**config.mk**
```make
export PLATFORM = sky130hd
export DESIGN_NAME = control_sequencer
export DESIGN_NICKNAME = d
export VERILOG_FILES = /design/src/rtl/cpu_ctrl_pkg.sv /design/src/rtl/ctrl_decode.sv /design/src/rtl/control_sequencer.sv
export SDC_FILE = /design/constraint.sdc
export NUM_CORES = 1
export LEC_CHECK = 0
export ABC_AREA = 1
export CAP_MARGIN = 30
export CORE_UTILIZATION = 27
export DETAILED_ROUTE_END_ITERATION = 10
export PLACE_DENSITY_LB_ADDON = 0.2
export SLEW_MARGIN = 20
export SYNTH_ARGS = -nofsm -noshare
export SYNTH_HDL_FRONTEND = slang
export SYNTH_SLANG_ARGS = --single-unit
```
**constraint.sdc**
```tcl
create_clock -name clock -period 1.3 [get_ports clock]
set_clock_uncertainty 0.2 [all_clocks]
set_input_delay 0.195 -clock clock [delete_from_list [all_inputs] [get_ports clock]]
set_output_delay 0.195 -clock clock [all_outputs]
set_load 0.05 [all_outputs]
```
**src/rtl/cpu_ctrl_pkg.sv**
```systemverilog
// Shared types and constants for the hardwired control sequencer:
// the state encoding, opcode and ALU function codes, the strobe bundle,
// and helpers that classify an opcode and pick its ALU function.
package cpu_ctrl_pkg;

  localparam int OP_W  = 5;
  localparam int ALU_W = 4;

  typedef enum logic [3:0] {
    S_RST, T0, T1, T2, T3, T4, T5, T6, S_HALT
  } state_t;

  typedef enum logic [2:0] {
    CLS_BIN, CLS_MULDIV, CLS_UNARY, CLS_NOP, CLS_HALT, CLS_UNKNOWN
  } op_class_t;

  localparam logic [OP_W-1:0] OP_ADD  = 5'b00011;
  localparam logic [OP_W-1:0] OP_SUB  = 5'b00100;
  localparam logic [OP_W-1:0] OP_SHR  = 5'b00101;
  localparam logic [OP_W-1:0] OP_SHL  = 5'b00110;
  localparam logic [OP_W-1:0] OP_ROR  = 5'b00111;
  localparam logic [OP_W-1:0] OP_ROL  = 5'b01000;
  localparam logic [OP_W-1:0] OP_AND  = 5'b01001;
  localparam logic [OP_W-1:0] OP_OR   = 5'b01010;
  localparam logic [OP_W-1:0] OP_MUL  = 5'b01110;
  localparam logic [OP_W-1:0] OP_DIV  = 5'b01111;
  localparam logic [OP_W-1:0] OP_NEG  = 5'b10000;
  localparam logic [OP_W-1:0] OP_NOT  = 5'b10001;
  localparam logic [OP_W-1:0] OP_NOP  = 5'b11000;
  localparam logic [OP_W-1:0] OP_HALT = 5'b11001;

  localparam logic [ALU_W-1:0] ALU_NOP = 4'd0;
  localparam logic [ALU_W-1:0] ALU_ADD = 4'd1;
  localparam logic [ALU_W-1:0] ALU_SUB = 4'd2;
  localparam logic [ALU_W-1:0] ALU_AND = 4'd3;
  localparam logic [ALU_W-1:0] ALU_OR  = 4'd4;
  localparam logic [ALU_W-1:0] ALU_SHR = 4'd5;
  localparam logic [ALU_W-1:0] ALU_SHL = 4'd6;
  localparam logic [ALU_W-1:0] ALU_ROR = 4'd7;
  localparam logic [ALU_W-1:0] ALU_ROL = 4'd8;
  localparam logic [ALU_W-1:0] ALU_MUL = 4'd9;
  localparam logic [ALU_W-1:0] ALU_DIV = 4'd10;
  localparam logic [ALU_W-1:0] ALU_NEG = 4'd11;
  localparam logic [ALU_W-1:0] ALU_NOT = 4'd12;

  typedef struct packed {
    logic pc_out;
    logic pc_in;
    logic inc_pc;
    logic mar_in;
    logic read;
    logic mdr_in;
    logic mdr_out;
    logic ir_in;
    logic y_in;
    logic z_in;
    logic z_low_out;
    logic z_high_out;
    logic lo_in;
    logic hi_in;
    logic gra;
    logic grb;
    logic grc;
    logic r_in;
    logic r_out;
  } strobes_t;

  // Which execute sequence an opcode follows.
  function automatic op_class_t classify(input logic [OP_W-1:0] op);
    case (op)
      OP_ADD, OP_SUB, OP_SHR, OP_SHL,
      OP_ROR, OP_ROL, OP_AND, OP_OR:   return CLS_BIN;
      OP_MUL, OP_DIV:                  return CLS_MULDIV;
      OP_NEG, OP_NOT:                  return CLS_UNARY;
      OP_NOP:                          return CLS_NOP;
      OP_HALT:                         return CLS_HALT;
      default:                         return CLS_UNKNOWN;
    endcase
  endfunction

  // ALU function for an opcode; non-ALU opcodes map to ALU_NOP.
  function automatic logic [ALU_W-1:0] alu_select(input logic [OP_W-1:0] op);
    case (op)
      OP_ADD:  return ALU_ADD;
      OP_SUB:  return ALU_SUB;
      OP_AND:  return ALU_AND;
      OP_OR:   return ALU_OR;
      OP_SHR:  return ALU_SHR;
      OP_SHL:  return ALU_SHL;
      OP_ROR:  return ALU_ROR;
      OP_ROL:  return ALU_ROL;
      OP_MUL:  return ALU_MUL;
      OP_DIV:  return ALU_DIV;
      OP_NEG:  return ALU_NEG;
      OP_NOT:  return ALU_NOT;
      default: return ALU_NOP;
    endcase
  endfunction

endpackage

```
**src/rtl/ctrl_decode.sv**
```systemverilog
// Combinational strobe decoder: maps present state (and, in execute
// states, the opcode) onto the datapath control strobes and ALU select.
module ctrl_decode
  import cpu_ctrl_pkg::*;
(
  input  state_t              state,
  input  logic [OP_W-1:0]     opcode,
  output strobes_t            strobes,
  output logic [ALU_W-1:0]    alu_op
);

  op_class_t cls;
  assign cls = classify(opcode);

  // Moore decode: every strobe defaults low, ALU select stays NOP except in the evaluate state
  always_comb begin
    strobes = '0;
    alu_op  = ALU_NOP;
    case (state)
      T0: begin
        strobes.pc_out = 1'b1;
        strobes.mar_in = 1'b1;
        strobes.inc_pc = 1'b1;
        strobes.z_in   = 1'b1;
      end
      T1: begin
        strobes.z_low_out = 1'b1;
        strobes.pc_in     = 1'b1;
        strobes.read      = 1'b1;
        strobes.mdr_in    = 1'b1;
      end
      T2: begin
        strobes.mdr_out = 1'b1;
        strobes.ir_in   = 1'b1;
      end
      T3: begin
        if (cls == CLS_BIN || cls == CLS_MULDIV) begin
          strobes.grb   = 1'b1;
          strobes.r_out = 1'b1;
          strobes.y_in  = 1'b1;
        end else if (cls == CLS_UNARY) begin
          strobes.grb   = 1'b1;
          strobes.r_out = 1'b1;
          strobes.z_in  = 1'b1;
          alu_op        = alu_select(opcode);
        end
      end
      T4: begin
        if (cls == CLS_BIN || cls == CLS_MULDIV) begin
          strobes.grc   = 1'b1;
          strobes.r_out = 1'b1;
          strobes.z_in  = 1'b1;
          alu_op        = alu_select(opcode);
        end else if (cls == CLS_UNARY) begin
          strobes.z_low_out = 1'b1;
          strobes.gra       = 1'b1;
          strobes.r_in      = 1'b1;
        end
      end
      T5: begin
        if (cls == CLS_BIN) begin
          strobes.z_low_out = 1'b1;
          strobes.gra       = 1'b1;
          strobes.r_in      = 1'b1;
        end else if (cls == CLS_MULDIV) begin
          strobes.z_low_out = 1'b1;
          strobes.lo_in     = 1'b1;
        end
      end
      T6: begin
        if (cls == CLS_MULDIV) begin
          strobes.z_high_out = 1'b1;
          strobes.hi_in      = 1'b1;
        end
      end
      default: ;
    endcase
  end

endmodule

```
**src/rtl/control_sequencer.sv**
```systemverilog
// Hardwired control sequencer for the single-bus datapath: fetches an
// instruction with a memory handshake, then steps the execute states for
// ALU-class opcodes. Optional build macro CONTROL_SEQUENCER_ILLEGAL_TRAP_EN
// makes unknown opcodes halt with a sticky illegal_op flag instead of
// running as NOP.
module control_sequencer
  import cpu_ctrl_pkg::*;
#(
  parameter int OPW  = 5,
  parameter int ALUW = 4
) (
  input  logic            clock,
  input  logic            clear,
  input  logic [31:0]     ir,
  input  logic            mem_ready,
  output logic            PCout,
  output logic            PCin,
  output logic            IncPC,
  output logic            MARin,
  output logic            Read,
  output logic            MDRin,
  output logic            MDRout,
  output logic            IRin,
  output logic            Yin,
  output logic            Zin,
  output logic            Zlowout,
  output logic            Zhighout,
  output logic            LOin,
  output logic            HIin,
  output logic            Gra,
  output logic            Grb,
  output logic            Grc,
  output logic            Rin,
  output logic            Rout,
  output logic [ALUW-1:0] alu_op,
  output logic            run,
  output logic            illegal_op
);

  state_t          state_q, state_d;
  logic [OPW-1:0]  opcode;
  op_class_t       cls;
  strobes_t        strobes;
  logic            unused_ir;

  assign opcode    = ir[31:27];
  assign cls       = classify(opcode);
  assign unused_ir = ^ir[26:0];

  // State register; clear forces an immediate return to S_RST
  always_ff @(posedge clock or posedge clear) begin
    if (clear) state_q <= S_RST;
    else       state_q <= state_d;
  end

  // Next state: fetch with memory wait in T1, then branch on opcode class at T3
  always_comb begin
    state_d = state_q;
    case (state_q)
      S_RST: state_d = T0;
      T0:    state_d = T1;
      T1:    state_d = mem_ready ? T2 : T1;
      T2:    state_d = T3;
      T3: begin
        case (cls)
          CLS_BIN, CLS_MULDIV, CLS_UNARY: state_d = T4;
          CLS_HALT:                       state_d = S_HALT;
`ifdef CONTROL_SEQUENCER_ILLEGAL_TRAP_EN
          CLS_UNKNOWN:                    state_d = S_HALT;
`endif
          default:                        state_d = T0;
        endcase
      end
      T4:     state_d = (cls == CLS_BIN || cls == CLS_MULDIV) ? T5 : T0;
      T5:     state_d = (cls == CLS_MULDIV) ? T6 : T0;
      T6:     state_d = T0;
      S_HALT: state_d = S_HALT;
      default: state_d = S_RST;
    endcase
  end

`ifdef CONTROL_SEQUENCER_ILLEGAL_TRAP_EN
  logic illegal_q, illegal_d;

  // Sticky trap flag, set when an unknown opcode reaches T3
  always_comb begin
    illegal_d = illegal_q;
    if (state_q == T3 && cls == CLS_UNKNOWN) illegal_d = 1'b1;
  end

  // Flag register; only clear releases it
  always_ff @(posedge clock or posedge clear) begin
    if (clear) illegal_q <= 1'b0;
    else       illegal_q <= illegal_d;
  end

  assign illegal_op = illegal_q;
`else
  assign illegal_op = 1'b0;
`endif

  ctrl_decode u_decode (
    .state   (state_q),
    .opcode  (opcode),
    .strobes (strobes),
    .alu_op  (alu_op)
  );

  assign run      = (state_q != S_RST) && (state_q != S_HALT);
  assign PCout    = strobes.pc_out;
  assign PCin     = strobes.pc_in;
  assign IncPC    = strobes.inc_pc;
  assign MARin    = strobes.mar_in;
  assign Read     = strobes.read;
  assign MDRin    = strobes.mdr_in;
  assign MDRout   = strobes.mdr_out;
  assign IRin     = strobes.ir_in;
  assign Yin      = strobes.y_in;
  assign Zin      = strobes.z_in;
  assign Zlowout  = strobes.z_low_out;
  assign Zhighout = strobes.z_high_out;
  assign LOin     = strobes.lo_in;
  assign HIin     = strobes.hi_in;
  assign Gra      = strobes.gra;
  assign Grb      = strobes.grb;
  assign Grc      = strobes.grc;
  assign Rin      = strobes.r_in;
  assign Rout     = strobes.r_out;

  // At most one bus driver is enabled in any state
  bus_exclusive: assert property (@(posedge clock) disable iff (clear)
    $onehot0({PCout, MDRout, Zlowout, Zhighout, Rout}));

endmodule

```
==> run_1/metal_stack.png <==
Two of the layers only.
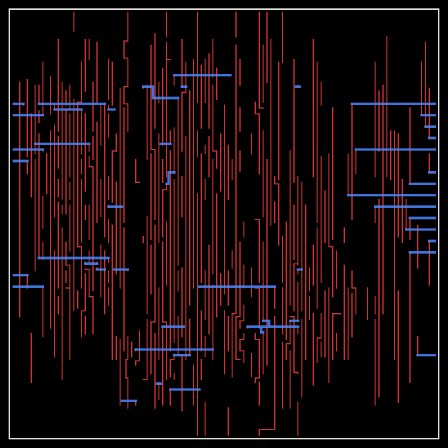
legend:
  met2:
    color: red
    wire_length: 2160 um
  met3:
    color: blue
    wire_length: 155 um
DR vias: 1121
GRT Overall Usage: 28.3%

==> run_1/final_clocks.png <==
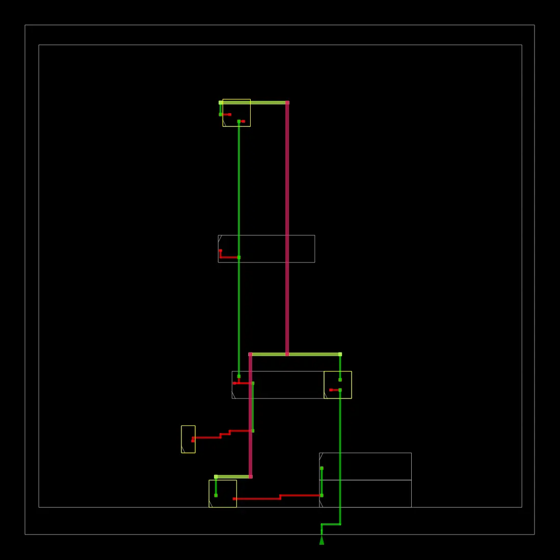
flop count: 4
Clock Sinks: 4
Clk power: 0.201 mW
TritonCTS Buffers: 3
Late-Pin Clk Latency: 280 ps

==> run_1/density.png <==
The bar under the picture is 20 um long. 10 x 10 tiles, from dark purple (low) to yellow (high), 0 to 100% covered.
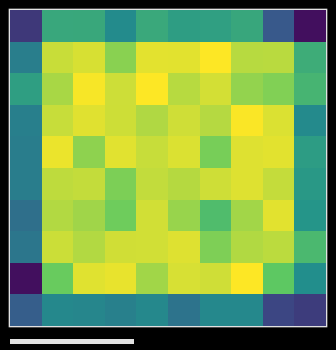
tiles over 75% full: 62%
fullest tile: 100%
mean over tiles: 74%
densest ninth of the die: center
core area: 2230 um^2
fp util: 29.0%
final core occ: 87.1%

==> run_1/wire_density.png <==
10 x 10 tiles, from dark purple (low) to yellow (high), scaled to the fullest tile. Values are wire area over tile area, all layers added.
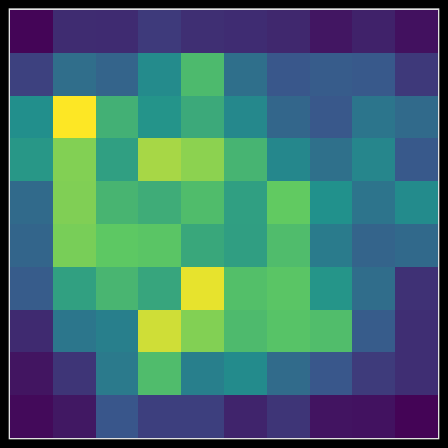
fullest tile: 0.56
densest ninth of the die: center
mean over tiles: 0.23
tiles over half the peak: 37%
nearly empty tiles: 2.0%
final wirelength: 3.79 mm
mean routed wirelength per cell: 17.3 um

==> out/metrics.yaml, run 1 <==
setup.worst_path.start: "state_q[2]"
min_from: "state_q[3]"
buffer_area_share_pct: 52.5
wl_met2_mm: 2.16
drive_gt1_share_pct: 72.3
fp_nets: 150
nMultiInputCombCells: 76
wl_met1_mm: 1.32
std_cell_rows: 17
postSynthSeqShare_pct: 15.5
top_regs: "state_q x4"
fill_cells: 110
finalSetupViolations: 28
hold-path-endpoint: "state_q[3]"
setup_ws_ps: -740
grt_antenna_before_repair: 0
power.density_nw_per_um2: 1830
synth-async-reset-ratio_pct: 100
dpl-instance-area_um2: 1580
violations: "setup timing"
compound_area_share_pct: 12.2
cpPeakStageDelay_ps: 430
cp_num_cells: 8
power_frac_clock_pct: 5.7
final_cell_mix: "buf_4 (33), buf_12 (28), nand2_1 (14), buf_6 (12), inv_2 (11)"
simple_gate_share_pct: 46.2
status: "finished, violations left"
grt_max_degree: 9
start_kind: "flop"
dr.max_layer_used: "met4"
slew_viol_final: 0
cp-endpoint: "alu_op[0]"
drt_iter0_drc: 21
ys_sh_mux_pct: 0
combGateArea_um2: 644
comb_power_share_pct: 87.8
top_usage_layer: "met2"
fmax_mhz: 490
grt_overflow: 0
vias_per_cell: 5.12
-- run 1: repair_timing --
| action | 4_1_cts | 5_1_grt |
|---|---|---|
| pin swaps | 19 | 11 |
| endpoints found under the hold margin | 4 | 0 |
| setup buffers | 9 | 11 |
| hold buffers | 1 | 0 |
| resized | 46 | 11 |
| setup endpoints to repair | 28 | 28 |
-- run 1: through the flow --
| step | instances | setup WS [ps] | util [%] | total power [mW] |
|---|---|---|---|---|
| 3_5_place_dp | 196 | -834 | 70.8 | 2.75 |
| 3_3_place_gp | 196 | -757 | 70.8 | 2.70 |
| 2_1_floorplan | 115 | -551 | - | 1.64 |
| 6_report | 219 | -740 | 87.1 | 3.55 |
| 5_1_grt | 219 | -805 | 87.1 | 3.67 |
| 4_1_cts | 210 | -695 | 81.5 | 3.25 |
==> run_1/cell_classes.png <==
The bar under the picture is 20 um long.
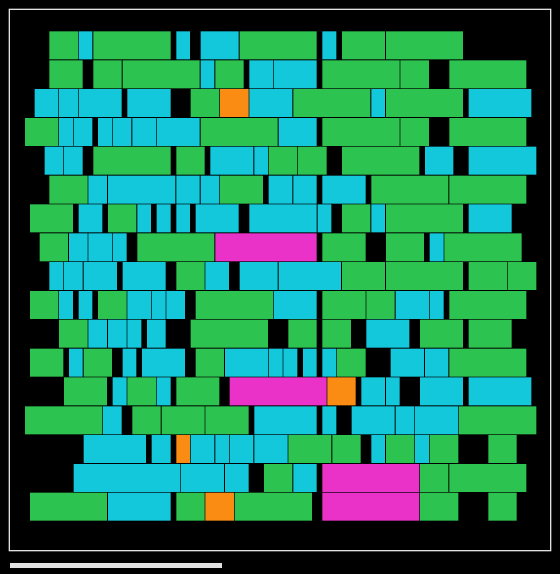

==> run 1 -> run 2 <==
CAP_MARGIN = 20   (was 30)
clock period = 1.8 ns   (was 1.3 ns; I/O delays follow)
==> run_2/cell_classes.png <==
The bar under the picture is 20 um long.
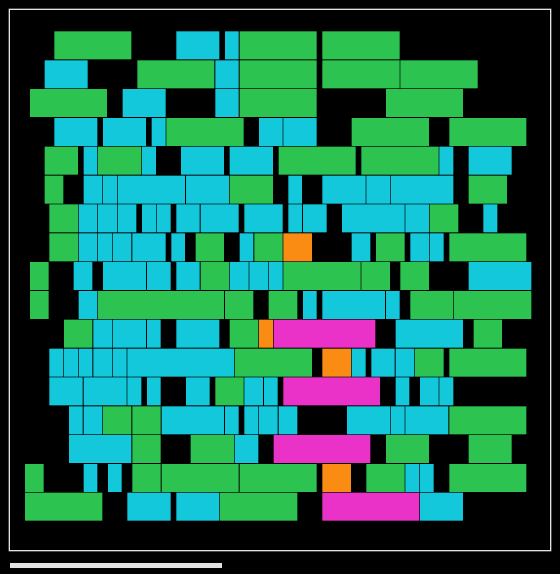
legend:
  clock drivers and dummy loads:
    color: orange
    cells: 4
    share_of_their_area: 1.6%
  all other logic:
    color: cyan
    cells: 102
    share_of_their_area: 44%
  flip-flops:
    color: magenta
    cells: 4
    share_of_their_area: 6.0%
  other buffers and delay cells:
    color: green
    cells: 60
    share_of_their_area: 49%

==> out/metrics.yaml, run 2 <==
nMultiInputCombCells: 76  # unchanged
power.density_nw_per_um2: 1280  # -30%
final_cell_mix: "buf_12 (26), buf_4 (20), nand2_1 (15), inv_1 (11), nor2_4 (10)"
drive_gt1_share_pct: 65.9  # -6.4 points
routed_wl_mm: 2.52  # -34%
n_tap_cell: 28
start_kind: "flop"
clock_latency_ps: 240  # -40 ps
num_vias: 946  # -16%
synth.largest_area_cell: "dfrtp_1"
wl_per_cell_um: 12.7  # -26%
setup_ws_ps: -198  # +542 ps
cp_num_cells: 6  # -2
seq_power_share_pct: 7.2
fp_nets: 150  # unchanged
core_region_area_um2: 2230  # unchanged
std_cell_rows: 17  # unchanged
cts_buffers: 3  # unchanged
status: "finished, violations left"
final_cells: 198  # -9.6%
postSynthSeqShare_pct: 15.5  # unchanged
setup.worst_path.start: "state_q[1]"
cts-resized-gates: 41  # -11%
fill_cells: 161  # +46%
finish.utilization_pct: 76.8  # -10 points
grt_antenna_before_repair: 0  # unchanged
vias_per_cell: 4.78  # -6.7%
fmax_mhz: 501
power_frac_clock_pct: 5.5  # -0.2 points
combGateArea_um2: 614  # -4.7%
clock-sinks: 4  # unchanged
top_regs: "state_q x4"
finalSetupViolations: 22  # -21%
ff_latch_area_um2: 101
violations: "setup timing"
synth-async-reset-ratio_pct: 100  # unchanged
ctsHoldBuffers: 0  # -1
grt_overflow: 0  # unchanged
cts_setup_buffers: 3  # -6
grt_max_degree: 7  # -2
drt_iter0_drc: 14  # -33%
cpPeakStageDelay_ps: 420  # about the same
power_mw: 2.20  # -38%
grtUsageTotal_pct: 20.8  # -7.5 points
pwr.group.clock_mw: 0.121  # -40%
cp-endpoint: "Zlowout"
buffer_area_share_pct: 47.8  # -4.7 points
place_inst: 189  # -3.6%
comb_power_share_pct: 87.2  # -0.6 points
## run 2: cell counts after synthesis
No cell type changed its count.
## run 2: cell families (layout without fill, tap and decap cells)
group	count (synthesis)	count (layout)	share of synthesized area [%]
other	1	1	0.580
AOI/OAI and AO/OA	15	15	12.2
and+or+nand+nor	60	60	46.2
DFF	4	4	15.5
buffers and inverters	35	90	25.5
## run 2: per-stage QoR
stage               setup slack (ps)  cell area (um^2)
floorplan                       -126               825
global placement                -436              1520
detailed placement              -525              1520
CTS                             -223              1650
global route                    -266              1710
finish                          -198              1710
## run 2: metal layers
layer	vias to the layer above	global-route usage [%]	wire, um
met1	449	19.3	822
met3	6	2.38	54
met2	24	44.1	1590
met5	-	0	0
li1	467	-	-
met4	0	8.33	50
==> run_2/final_clocks.png <==
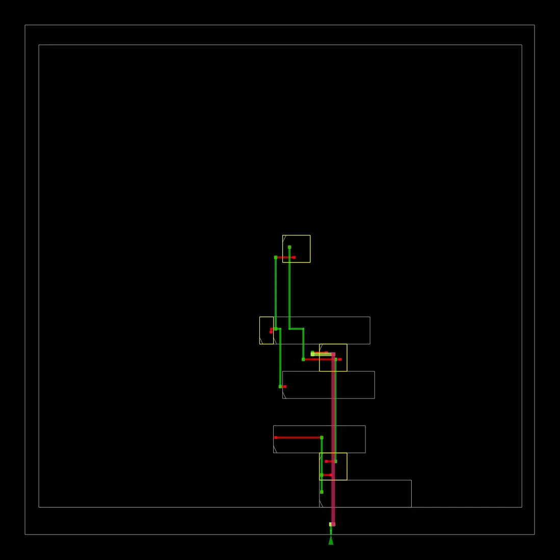

==> run 2 -> run 3 <==
clock period = 1.66 ns   (was 1.8 ns; I/O delays follow)
==> run_3/final_clocks.png <==
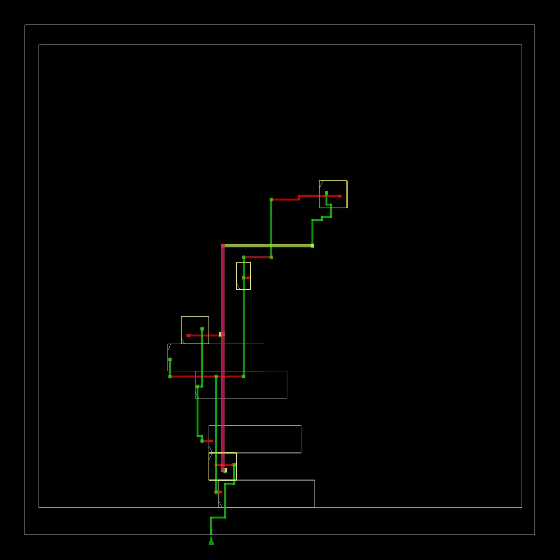
Late-Pin Clk Latency: 270 ps
Clk power: 0.154 mW
CLK BUF: 4

==> out/metrics.yaml, run 3 <==
top_usage_layer: "met2"
finalSetupViolations: 24  # +9.1%
cpPeakStageDelay_ps: 420  # about the same
power_frac_clock_pct: 5.4  # about the same
final_cell_mix: "buf_4 (35), buf_12 (25), nand2_1 (15), buf_6 (14)"
synth.largest_area_cell: "dfrtp_1"
ys_top_logic_family: "simple AND/OR/NAND/NOR gates"
fmax_mhz: 480
wl_met1_mm: 1.48  # +81%
grt_antenna_before_repair: 0  # unchanged
power.density_nw_per_um2: 1480  # +15%
cp_num_cells: 8  # +2
vias_per_cell: 5.18  # +8.4%
grt_max_degree: 7  # unchanged
fa_ha_area_share_pct: 0  # unchanged
synth-async-reset-ratio_pct: 100  # unchanged
num_vias: 1139  # +20%
grtUsageMet3_pct: 2.68  # +0.30 points
compound_area_share_pct: 12.2  # unchanged
start_kind: "flop"
cp-endpoint: "Rout"
seq_power_share_pct: 6.2  # -1.0 points
xor_share_pct: 0  # unchanged
final_cells: 220  # +11%
grt_util_met1_pct: 28.6  # +9.3 points
drt_iter0_drc: 34  # +20
drive_gt1_share_pct: 73.4  # +7.6 points
wl_met2_mm: 2.07  # +30%
dpl_worst_slack_ps: -565  # -40.8 ps
setup_ws_ps: -425  # -228 ps
violations: "setup timing"
finish.utilization_pct: 86.3  # +9.5 points
status: "finished, violations left"
setup.worst_path.start: "state_q[1]"
gr-usage-met2_pct: 54.4  # +10 points
routed_wl_mm: 4.02  # +59%
top_regs: "state_q x4"
cts_buffers: 3  # unchanged
dr.max_layer_used: "met4"
run 3: cell types whose count changed in the layout (fill, tap and decap cells not counted), sizes merged:
cell and delta:
dlygate4sd2 -1, inv -1, clkdlybuf4s15 +1, buf +22, dlygate4sd3 +1, bufbuf -1, clkinvlp +1
run 3: what timing repair did:
| item | 4_1_cts | 5_1_grt |
|---|---|---|
| hold endpoints to repair | 4 | 0 |
| gates resized | 51 | 21 |
| buffers inserted | 10 | 6 |
| pin swaps | 19 | 12 |
| endpoints found under the setup margin | 28 | 25 |
| gates cloned | 0 | 0 |
| hold buffers | 1 | 0 |
run 3: final cells by class:
class	instances	area (um^2)
clock buffer	4	26.3
fill	116	307
inverter	26	124
multi-input combinational	76	658
sequential	4	103
tap	28	35.0
timing repair buffer	82	981
No activity file was given, so power comes from the tool's default toggle rates.
